**Run 1: routing congestion map**

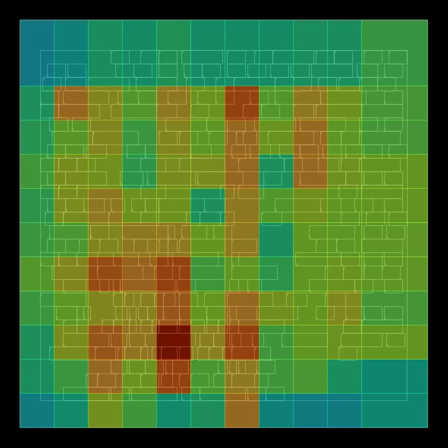
**Run 1: M3 wires**

The bar under the picture is 20 µm long.
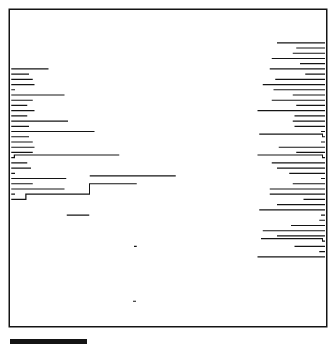
**Run 1: logic cells by family**

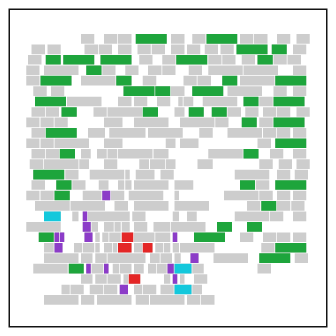
### src/rtl/disp_mode_ctrl.sv
// Display mode controller: selects the active display mode through a SELECT
// menu driven by debounced buttons, and routes the matching time source to the display.
module disp_mode_ctrl #(
    parameter int TIMEOUT = 10
) (
    input  logic        clk_sys,
    input  logic        rst,
    input  logic        btn_mode,
    input  logic        btn_next,
    input  logic        btn_ok,
    input  logic        tick_1hz,
    input  logic [19:0] clock_time,
    input  logic [19:0] set_time,
    input  logic [19:0] alarm_time,
    input  logic [19:0] count_time,
    output logic [5:0]  state_info,
    output logic [19:0] time_data,
    output logic        set_en,
    output logic        alarm_en,
    output logic        count_en,
    output logic        mode_chg
);

    localparam logic [2:0] M_IDLE   = 3'b000;
    localparam logic [2:0] M_SET    = 3'b001;
    localparam logic [2:0] M_ALARM  = 3'b010;
    localparam logic [2:0] M_COUNT  = 3'b011;
    localparam logic [2:0] M_SELECT = 3'b100;

    localparam int CW = $clog2(TIMEOUT + 1);
    localparam logic [CW-1:0] CNT_LAST = CW'(TIMEOUT - 1);

    logic [2:0]    mode_q, mode_d;
    logic [2:0]    cand_q, cand_d;
    logic [2:0]    prev_q, prev_d;
    logic [CW-1:0] cnt_q, cnt_d;
    logic          chg_d;
    logic [19:0]   time_q, time_d;
    logic          set_en_q, alarm_en_q, count_en_q, mode_chg_q;

    // Button priority inside SELECT is ok > mode > next; a tick only counts
    // in cycles with no button at all.
    always_comb begin
        mode_d = mode_q;
        cand_d = cand_q;
        prev_d = prev_q;
        cnt_d  = cnt_q;
        chg_d  = 1'b0;
        if (mode_q > M_SELECT) begin
            mode_d = M_IDLE;
            cand_d = M_IDLE;
        end else if (mode_q != M_SELECT) begin
            if (btn_mode) begin
                mode_d = M_SELECT;
                prev_d = mode_q;
                cand_d = mode_q;
                cnt_d  = '0;
            end
        end else if (btn_ok) begin
            mode_d = cand_q;
            chg_d  = (cand_q != prev_q);
            cnt_d  = '0;
        end else if (btn_mode) begin
            mode_d = prev_q;
            cnt_d  = '0;
        end else if (btn_next) begin
            cand_d = (cand_q == M_COUNT) ? M_IDLE : cand_q + 3'd1;
            cnt_d  = '0;
        end else if (tick_1hz) begin
            if (cnt_q == CNT_LAST) begin
                mode_d = prev_q;
                cnt_d  = '0;
            end else begin
                cnt_d = cnt_q + 1'b1;
            end
        end
    end

    always_comb begin
        time_d = time_q;
        case (mode_q)
            M_IDLE:  time_d = clock_time;
            M_SET:   time_d = set_time;
            M_ALARM: time_d = alarm_time;
            M_COUNT: time_d = count_time;
            default: time_d = time_q;
        endcase
    end

    always_ff @(posedge clk_sys or posedge rst) begin
        if (rst) begin
            mode_q     <= M_IDLE;
            cand_q     <= M_IDLE;
            prev_q     <= M_IDLE;
            cnt_q      <= '0;
            time_q     <= 20'h0;
            set_en_q   <= 1'b0;
            alarm_en_q <= 1'b0;
            count_en_q <= 1'b0;
            mode_chg_q <= 1'b0;
        end else begin
            mode_q     <= mode_d;
            cand_q     <= cand_d;
            prev_q     <= prev_d;
            cnt_q      <= cnt_d;
            time_q     <= time_d;
            set_en_q   <= (mode_d == M_SET);
            alarm_en_q <= (mode_d == M_ALARM);
            count_en_q <= (mode_d == M_COUNT);
            mode_chg_q <= chg_d;
        end
    end

    assign state_info = {cand_q, mode_q};
    assign time_data  = time_q;
    assign set_en     = set_en_q;
    assign alarm_en   = alarm_en_q;
    assign count_en   = count_en_q;
    assign mode_chg   = mode_chg_q;

endmodule

### config.mk
export PLATFORM = sky130hd
export DESIGN_NAME = disp_mode_ctrl
export DESIGN_NICKNAME = d
export VERILOG_FILES = /design/src/rtl/disp_mode_ctrl.sv
export SDC_FILE = /design/constraint.sdc
export NUM_CORES = 1
export LEC_CHECK = 0
export CORE_MARGIN = 4
export CORE_UTILIZATION = 39
export CTS_CLUSTER_SIZE = 40
export DETAILED_ROUTE_END_ITERATION = 12
export GPL_ROUTABILITY_DRIVEN = 0
export PLACE_DENSITY = 0.88
export SETUP_SLACK_MARGIN = 0.5
export SYNTH_ARGS = -nofsm -noshare
export SYNTH_HDL_FRONTEND = slang
export SYNTH_SLANG_ARGS = --single-unit
### constraint.sdc
create_clock -name clk_sys -period 2.3 [get_ports clk_sys]
set_input_delay 0.23 -clock clk_sys [delete_from_list [all_inputs] [get_ports clk_sys]]
set_output_delay 0.23 -clock clk_sys [all_outputs]
set_load 0.005 [all_outputs]
==> results.ini, run 1 <==
[final_layout]
num-clock-buffers = 7
layout_top_cells = 115 x clkdlybuf4s50_1, 36 x dfrtp_1, 23 x mux2_2
bufAreaShareNonClock_pct = 35.3
seq_share_pct = 25.6
flop_area_um2 = 927
insertedDiodeCount = 0
non_clock_buffer_count = 131
ff_count = 37

[flow_run]
warnings = 29
maxCapViolCount = 0

[min_path]
hp-class = in -> async

[global_routing]
grt_overflow = 0
grt_pass1_wl_mm = 8.89
groute.usage.overall_pct = 17.1
grt_max_degree = 38

[clock_network]
cts_tree = built
clockBufferDepth = 2
cts-root-buf = clkbuf_8
cts_sinks = 37
clk_pin_slew_ns = 0.07
clk-insertion-delay-late_ns = 0.28
cts_hold_buf = 0

[logic_synthesis]
synth_chip_area_um2 = 2150
async_flop_share_pct = 100
netlist_instances = 159
synthAoiAreaFrac_pct = 6.79
mux_share_pct = 32.9
synthAdderAreaFrac_pct = 1.74
xor_share_pct = 1.22
yosys_cells = 159
ys_top_logic_family = multiplexers
synthDistinctLibCells = 41
yosysSeqAreaShare_pct = 43.0

[floorplanning]
die_width_um = 82.3
dieHeight_um = 82.3
initCoreUtil_pct = 41.1
io_pins = 116
row_count = 26

[route]
wl_met3_um = 676
dr.max_layer_used = met4
drc = 0
vias_per_cell = 5.15
wl_met1_mm = 2.24
first_pass_iters = 4
dr_wl_met2_mm = 3.07

[setup_path]
slowest_stage = dfrtp_1
crit_path_start_kind = register
crit_required_ns = 2.48
criticalPathCategory = reg -> reg
critical_path_buf_inv_count = 0
path_max_fanout = 6

[run_status]
status = completed

[final_timing]
period_used_pct = 77.0
hold_viol = 0
fmax_mhz = 565
finClkSkew_ns = 0.00584
rsz0062_at_grt = yes
slew_viol_final = 0

[placed_design]
dp.final_hpwl_mm = 4.71

[power_and_ir_drop]
p_leak_uw = 0.00144

About 'routing congestion map':
WL per Instance: 16.7 µm
final core utilization: 69.3%
met2 Track Usage GR: 30.8%
met1 Use GR: 19.6%
GRT met3 Usage: 5.97%

About 'M3 wires':
nets with wire on the layer	71
main direction	horizontal
share of all routed wire	11%
longest straight run	27.1 µm
wire length on this layer	677 µm

About 'logic cells by family':
color	family	cells
purple	NAND gates	14
red	AND-OR and OR-AND gates	4
cyan	adder and majority cells	3
green	multiplexers	43

[run 1: path summary, 6_finish.rpt]
kind	start	end	slack (ns)	cells past startpoint
max in group asynchronous	rst	mode_q[0]	1.58	3
setup reg to reg	cnt_q[0]	set_en	0.53	5
hold reg to reg	cnt_q[3]	cnt_q[3]	0.50	1
hold / removal	rst	time_data[12]	0.36	3
setup / recovery	cnt_q[0]	set_en	0.53	5
min in group clk_sys	cnt_q[3]	cnt_q[3]	0.50	1
[run 1: report_power, final]
| group | internal [µW] | switching (µW) | total [µW] | leakage [µW] |
|---|---|---|---|---|
| registers | 876 | 148 | 1020 | 0.000464 |
| clock network | 354 | 219 | 573 | 0.0000585 |
| logic | 1030 | 509 | 1530 | 0.000923 |
| total | 2260 | 876 | 3130 | 0.00144 |
[run 1: metrics by stage]
stage / hold slack, ns / cells / worst slack, ns / utilization (%) / area [µm²]
2_1_floorplan: 0.358 / 159 / 0.565 / - / 2150
3_3_place_gp: 0.481 / 346 / 0.395 / 65.5 / 3430
3_5_place_dp: 0.492 / 346 / 0.329 / 65.5 / 3430
4_1_cts: 0.378 / 354 / 0.494 / 68.0 / 3560
5_1_grt: 0.400 / 359 / 0.446 / 69.3 / 3630
6_report: 0.363 / 359 / 0.530 / 69.3 / 3630
[run 1: synth_stat cells (2+ instances only)]
cell and number:
and2_1 2, and3b_1 2, buf_2 2, mux2_2 23, a21oi_1 2, nor3b_1 2, nor4b_1 2, nor2_1 2
nor4bb_1 2, xnor2_1 3, nand2b_1 6, nor3_1 2, nor2b_1 3, clkbuf_1 5, nand2_1 7, dfrtp_1 37
ha_1 3, inv_1 5, mux4_2 20, o21ai_0 8
[run 1: what timing repair did]
item	CTS	global route
buffers inserted	0	5
gates resized	5	6
endpoints found under the setup margin	4	8
**Run 1: sequential cells colored by netlist name**

Other sequential cells in the stronger gray, the rest of the logic in the fainter gray.
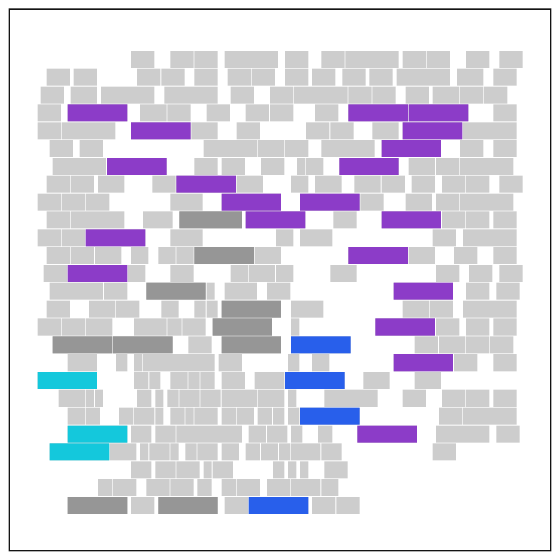

==> run 1 -> run 2 <==
==> constraint.sdc (replaced) <==
create_clock -name clk_sys -period 1.8 [get_ports clk_sys]
set_input_delay 0.18 -clock clk_sys [delete_from_list [all_inputs] [get_ports clk_sys]]
set_output_delay 0.18 -clock clk_sys [all_outputs]
set_load 0.005 [all_outputs]
**Run 2: sequential cells colored by netlist name**

Other sequential cells in the stronger gray, the rest of the logic in the fainter gray.
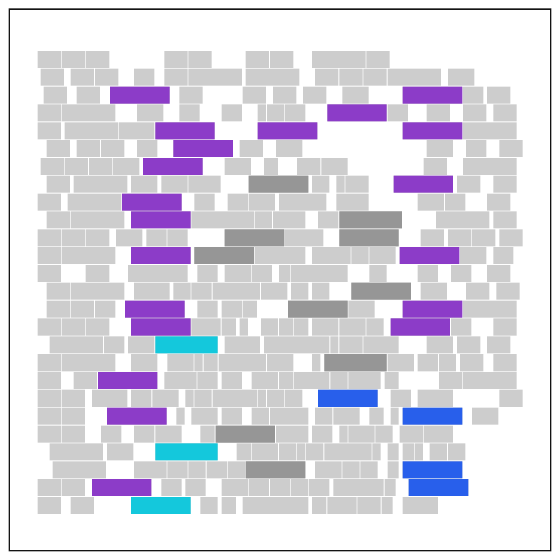
color	netlist name	flops
cyan	cand_q	3
purple	time_data	20
blue	cnt_q	4
not colored	10

==> run 2 against run 1 <==
  * Synthesized cell count did not move
  * First-iteration DRC count rose by 88%
  * Non-clock buffer count rose by 28
  * Wire length rose by 19%
  * Hold slack got worse by 0.064 ns
  * Count of clock-buffer cells in the layout rose by 1
  * Power rose by 36%
  * Via count rose by 9.2%
  * Sequential power rose by 28%
  * Design area rose by 12%
==> results.ini, run 2 <==
[run_status]
status = completed

[floorplanning]
die_width_um = 82.3  ; unchanged
row_count = 26  ; unchanged
dieHeight_um = 82.3  ; unchanged
io_pins = 116  ; unchanged
initCoreUtil_pct = 41.1  ; unchanged

[route]
vias_per_cell = 5.22  ; +1.3%
ant_nets = 0
post_drt_wl_per_cell_um = 18.4  ; +10%
first_pass_iters = 4  ; unchanged

[clock_network]
cts_tree = built
cts-root-buf = clkbuf_8
clockBufferDepth = 2  ; unchanged
clk_pin_slew_ns = 0.07  ; about the same
cts_sinks = 37  ; unchanged
clk-insertion-delay-late_ns = 0.29  ; about the same

[final_layout]
insertedDiodeCount = 0  ; unchanged
layout_top_cells = 83 x clkdlybuf4s50_1, 33 x dfrtp_1, 29 x dlygate4sd2_1
final_util_pct = 77.8  ; +8.6 points
fin_area_um2 = 4080  ; +12%
final_nets = 405

[global_routing]
groute.usage.overall_pct = 20.0  ; +2.9 points
grt_overflow = 0  ; unchanged
grt_pass1_wl_mm = 9.94  ; +12%
grt_max_degree = 38  ; unchanged

[final_timing]
rsz0062_at_grt = yes
layout_setup_ws_ns = 0.100  ; -0.430 ns
finClkSkew_ns = 0.00734  ; +0.00150 ns
fmax_mhz = 588  ; +4.1%
min_period_ns = 1.70
hold_viol = 0  ; unchanged
slew_viol_final = 0  ; unchanged
period_used_pct = 94.4  ; +17 points

[flow_run]
maxCapViolCount = 0  ; unchanged
warnings = 30  ; +3.4%

[setup_path]
critical_path_buf_inv_count = 0  ; unchanged
crit_required_ns = 2.00  ; -0.48 ns
r2r-end = cnt_q[3]
r2r_setup_slack_ns = 0.10  ; -0.43 ns
r2r_cells = 4  ; -1
path_max_fanout = 7  ; +1
crit_path_start_kind = register
timing.rr.start = mode_q[0]
cp.depth = 4  ; -1
criticalPathCategory = reg -> reg

[logic_synthesis]
ys_top_cells_by_area = dfrtp_1 43%, mux4_2 21%, mux2_2 12%
xor_share_pct = 1.22  ; unchanged
synthDistinctLibCells = 41  ; unchanged
mux_share_pct = 32.9  ; unchanged
yosys_cells = 159  ; unchanged
synth_area_per_cell_um2 = 13.6
synthAoiAreaFrac_pct = 6.79  ; unchanged
synth_chip_area_um2 = 2150  ; unchanged
netlist_instances = 159  ; unchanged
synthAdderAreaFrac_pct = 1.74  ; unchanged
yosysSeqAreaShare_pct = 43.0  ; unchanged

[placed_design]
dp.final_hpwl_mm = 4.66  ; -1.2%
post-place-ws_ns = -0.144  ; -0.473 ns
placed_area_um2 = 3520  ; +2.6%

[power_and_ir_drop]
p_leak_uw = 0.00173  ; +20%

[min_path]
hp-class = in -> async

run 2: cell counts after synthesis:
No cell type changed its count.
run 2: worst max-delay path by stage:
stage | startpoint | end
2_1_floorplan | mode_q[1] | cnt_q[3]
3_3_place_gp | btn_ok | cnt_q[3]
3_5_place_dp | btn_ok | cnt_q[3]
4_1_cts | mode_q[0] | cnt_q[3]
5_1_grt | mode_q[0] | cnt_q[3]
6_report | mode_q[0] | cnt_q[3]
run 2: power by group:
group	internal [µW]	switching, µW
Combinational	1510	877
Clock	275	284
Sequential	1120	190
Total	2910	1350
run 2: layer usage:
layer / share of wire [%] / track usage [%] / wire length (µm) / vias up
met5: 0 / 0 / 0 / -
met2: 51 / 34.6 / 3650 / 103
li1: - / - / - / 932
met4: 1.8 / 9.80 / 128 / 0
met1: 36 / 20.8 / 2600 / 977
met3: 11 / 8.35 / 758 / 9
run 2: logic make-up after synthesis:
kind of cell,Yosys count
buffers and inverters,14
muxes,43
adders and majority gates,3
and+or+nand+nor,38
xor gates and xnor gates,3
DFF,37
AOI/OAI and AO/OA,21
run 2: layout make-up:
| type | instances | area share [%] |
|---|---|---|
| Timing Repair Buffer | 159 | 38.5 |
| Multi-Input combinational cell | 108 | 34.1 |
| Sequential cell | 37 | 22.8 |
| Tap cell | 70 | 2.15 |
| Clock buffer | 8 | 1.96 |
| Inverter | 5 | 0.461 |
run 2: per-stage QoR:
stage,instances,power [µW]
2_1_floorplan,159,2310
3_3_place_gp,352,3260
3_5_place_dp,352,3300
4_1_cts,376,3970
5_1_grt,387,4520
6_report,387,4260
run 2: timing repair:
action,CTS,global route
gates resized,74,30
endpoints found under the setup margin,63,40
hold buffers,0,0
cloned,0,1
pin swaps,12,11
setup buffers,16,10
run 2: tightest hold or removal path, delay by kind of cell:
kind / cells / cell delay (ns)
buffers and inverters: 3 / 0.85
==> run 2 -> run 3 <==
--- a/config.mk
+++ b/config.mk
@@ -5,6 +5,7 @@
 export SDC_FILE = /design/constraint.sdc
 export NUM_CORES = 1
 export LEC_CHECK = 0
+export CAP_MARGIN = 25
 export CORE_MARGIN = 4
 export CORE_UTILIZATION = 39
 export CTS_CLUSTER_SIZE = 40
**Run 3: routing congestion map**

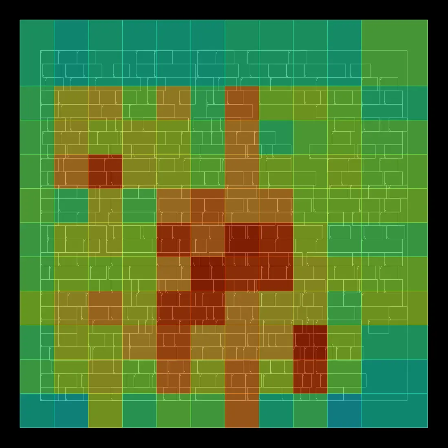
met2 Track Usage GR: 34.6%
GRT Total Usage: 20.0%
met1 Use GR: 20.8%
WL per Instance: 18.4 µm

==> run 3 against run 2 <==
  * Global-route usage unchanged
  * Die size unchanged
  * Power unchanged
  * Core utilization unchanged
  * Design area unchanged
  * Critical path depth unchanged
  * Register-to-register slack about the same
  * Non-clock buffer count unchanged
  * Clock power about the same
  * Combinational power about the same
  * Largest power group unchanged
  * Highest routed layer unchanged
  * Sequential share of layout area unchanged
  * Fmax unchanged
==> results.ini, run 3 <==
[flow_run]
warnings = 30  ; unchanged
maxCapViolCount = 0  ; unchanged

[power_and_ir_drop]
p_sw_uw = 1350  ; unchanged
power_uw = 4260  ; unchanged
ir_drop_uv = 650
p_leak_uw = 0.00173  ; unchanged
p_comb_share_pct = 56.1  ; about the same
p_sw_share_pct = 31.7  ; unchanged
seqPwrFrac_pct = 30.8  ; about the same
internal_power_uw = 2910  ; unchanged
clkPwrFrac_pct = 13.1  ; about the same

[setup_path]
crit_path_start_kind = register
critical_path_buf_inv_count = 0  ; unchanged
crit_required_ns = 2.00  ; about the same
slowest_delay_ns = 0.52
path_max_fanout = 7  ; unchanged
criticalPathCategory = reg -> reg

[final_timing]
finalSetupViolCount = 0
fmax_mhz = 588  ; unchanged
min_period_ns = 1.70  ; unchanged
period_used_pct = 94.4  ; unchanged
finClkSkew_ns = 0.00734  ; unchanged
hold_viol = 0  ; unchanged
rsz0062_at_grt = yes
relSlewSlack_pct = 69.3
layout_setup_ws_ns = 0.100  ; unchanged
slew_viol_final = 0  ; unchanged

[logic_synthesis]
yosys_cells = 159  ; unchanged
yosysSeqAreaShare_pct = 43.0  ; unchanged
synth_area_um2 = 2150
top_area_share_pct = 43.0
yosysWarnings = 0
synth_area_leader_cell = dfrtp_1
synth.top_cells.by_count = 37 x dfrtp_1, 23 x mux2_2, 20 x mux4_2
synth_area_per_cell_um2 = 13.6  ; unchanged
netlist_instances = 159  ; unchanged
ys_top_cells_by_area = dfrtp_1 43%, mux4_2 21%, mux2_2 12%
synth_chip_area_um2 = 2150  ; unchanged
synth-edff-count = 0
synthDistinctLibCells = 41  ; unchanged

[clock_network]
cts_tree = built
clk_pin_slew_ns = 0.07  ; about the same
cts-root-buf = clkbuf_8
cts_buffers = 5
cts_sinks = 37  ; unchanged
cts_hold_buf = 0  ; unchanged
clk-insertion-delay-late_ns = 0.29  ; about the same
clockBufferDepth = 2  ; unchanged

[route]
ant_nets = 0  ; unchanged
dr.max_layer_used = met4
vias_per_cell = 5.22  ; unchanged
wl_met1_mm = 2.60  ; unchanged
dr_wl_met2_mm = 3.65  ; unchanged
first_pass_iters = 4  ; unchanged
wl_met3_um = 758  ; unchanged

[placed_design]
io_buffers = 115
placed_area_um2 = 3520  ; unchanged
dp.final_hpwl_mm = 4.66  ; unchanged
post-place-ws_ns = -0.144  ; unchanged

[floorplanning]
chipArea_um2 = 6780
initCoreUtil_pct = 41.1  ; unchanged
row_count = 26  ; unchanged
io_pins = 116  ; unchanged
dieHeight_um = 82.3  ; unchanged
die_width_um = 82.3  ; unchanged

[global_routing]
grt_max_degree = 38  ; unchanged
grt_pass1_wl_mm = 9.94  ; unchanged
grt_overflow = 0  ; unchanged

[final_layout]
final_nets = 405  ; unchanged
final_util_pct = 77.8  ; unchanged
insertedDiodeCount = 0  ; unchanged
fin_area_um2 = 4080  ; unchanged
lay_top_count = clkdlybuf4s50_1
layout_top_cells = 83 x clkdlybuf4s50_1, 33 x dfrtp_1, 29 x dlygate4sd2_1

[min_path]
hp-class = in -> async

[run_status]
status = completed

## run 3: metal layers
layer	vias up	global-route usage, %
met4	0	9.80
met1	977	20.8
met3	9	8.35
li1	932	-
met5	-	0
met2	103	34.6
## run 3: what timing repair did
action,CTS,global route
gates resized,74,30
cloned,0,1
setup buffers,16,10
endpoints found under the setup margin,63,40
pin swaps,12,11
## run 3: logic make-up after synthesis
kind of cell,share of synthesized area (%)
XOR/XNOR,1.22
buffers and inverters,3.08
AND/OR/NAND/NOR,11.3
flip-flops,43.0
multiplexers,32.9
AND-OR/OR-AND,6.80
adder cells (fa/ha/maj),1.74
## run 3: final timing paths
kind,start,to,slack [ns],cells after the start
min reg2reg,time_data[11],time_data[11],0.50,1
max reg2reg,mode_q[0],cnt_q[3],0.10,4
min,rst,time_data[8],0.30,3
max,mode_q[0],cnt_q[3],0.10,4
max in group asynchronous,rst,mode_q[0],1.15,3
min in group clk_sys,btn_mode,cnt_q[3],0.47,4
## run 3: area by class of cell
class / count / area [µm²] / share of cell area (%)
clock buffer: 8 / 80.1 / 1.96
tap: 70 / 87.6 / 2.15
sequential: 37 / 931 / 22.8
inverter: 5 / 18.8 / 0.461
multi-input combinational: 108 / 1390 / 34.1
timing repair buffer: 159 / 1570 / 38.5
## run 3: power groups by stage
stage          clock, µW  sequential, µW  combinational (µW)
6_report             559            1310                2390
5_1_grt              615            1350                2550
4_1_cts              572            1290                2100
3_5_place_dp           0            1310                1990
3_3_place_gp           0            1300                1960
2_1_floorplan          0            1320                 994
## run 3: worst min-delay path, cell delays in order
cell and delay [ns]:
clkdlybuf4s50_1 0.40, inv_1 0.05, buf_4 0.40
## run 3: stage by stage
step | TNS, ns | std cells
CTS | 0 | 376
global route | 0 | 387
detailed placement | -0.586 | 352
floorplan | 0 | 159
finish | 0 | 387
global placement | -0.265 | 352

==> gallery <==
The metal 2 layer.
image #1
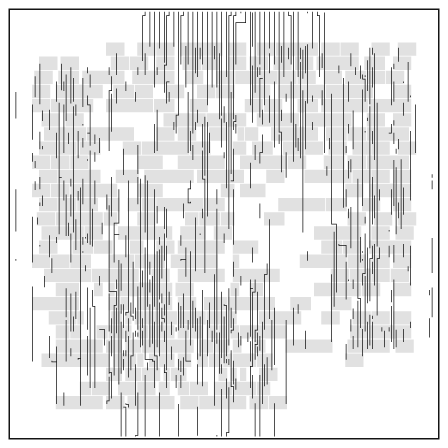
image #2
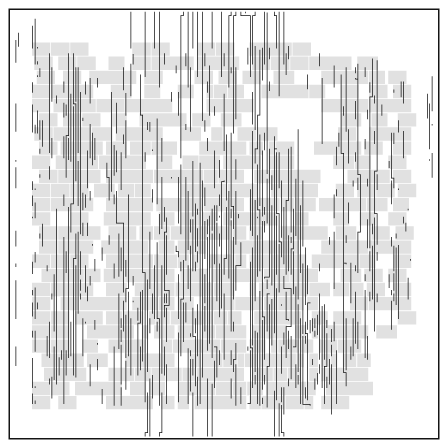
For run 1, see image #1.
For run 2, see image #2.

Key to image #1:
share of all routed wire	51%
main direction	vertical

No activity file was given, so power comes from the tool's default toggle rates.
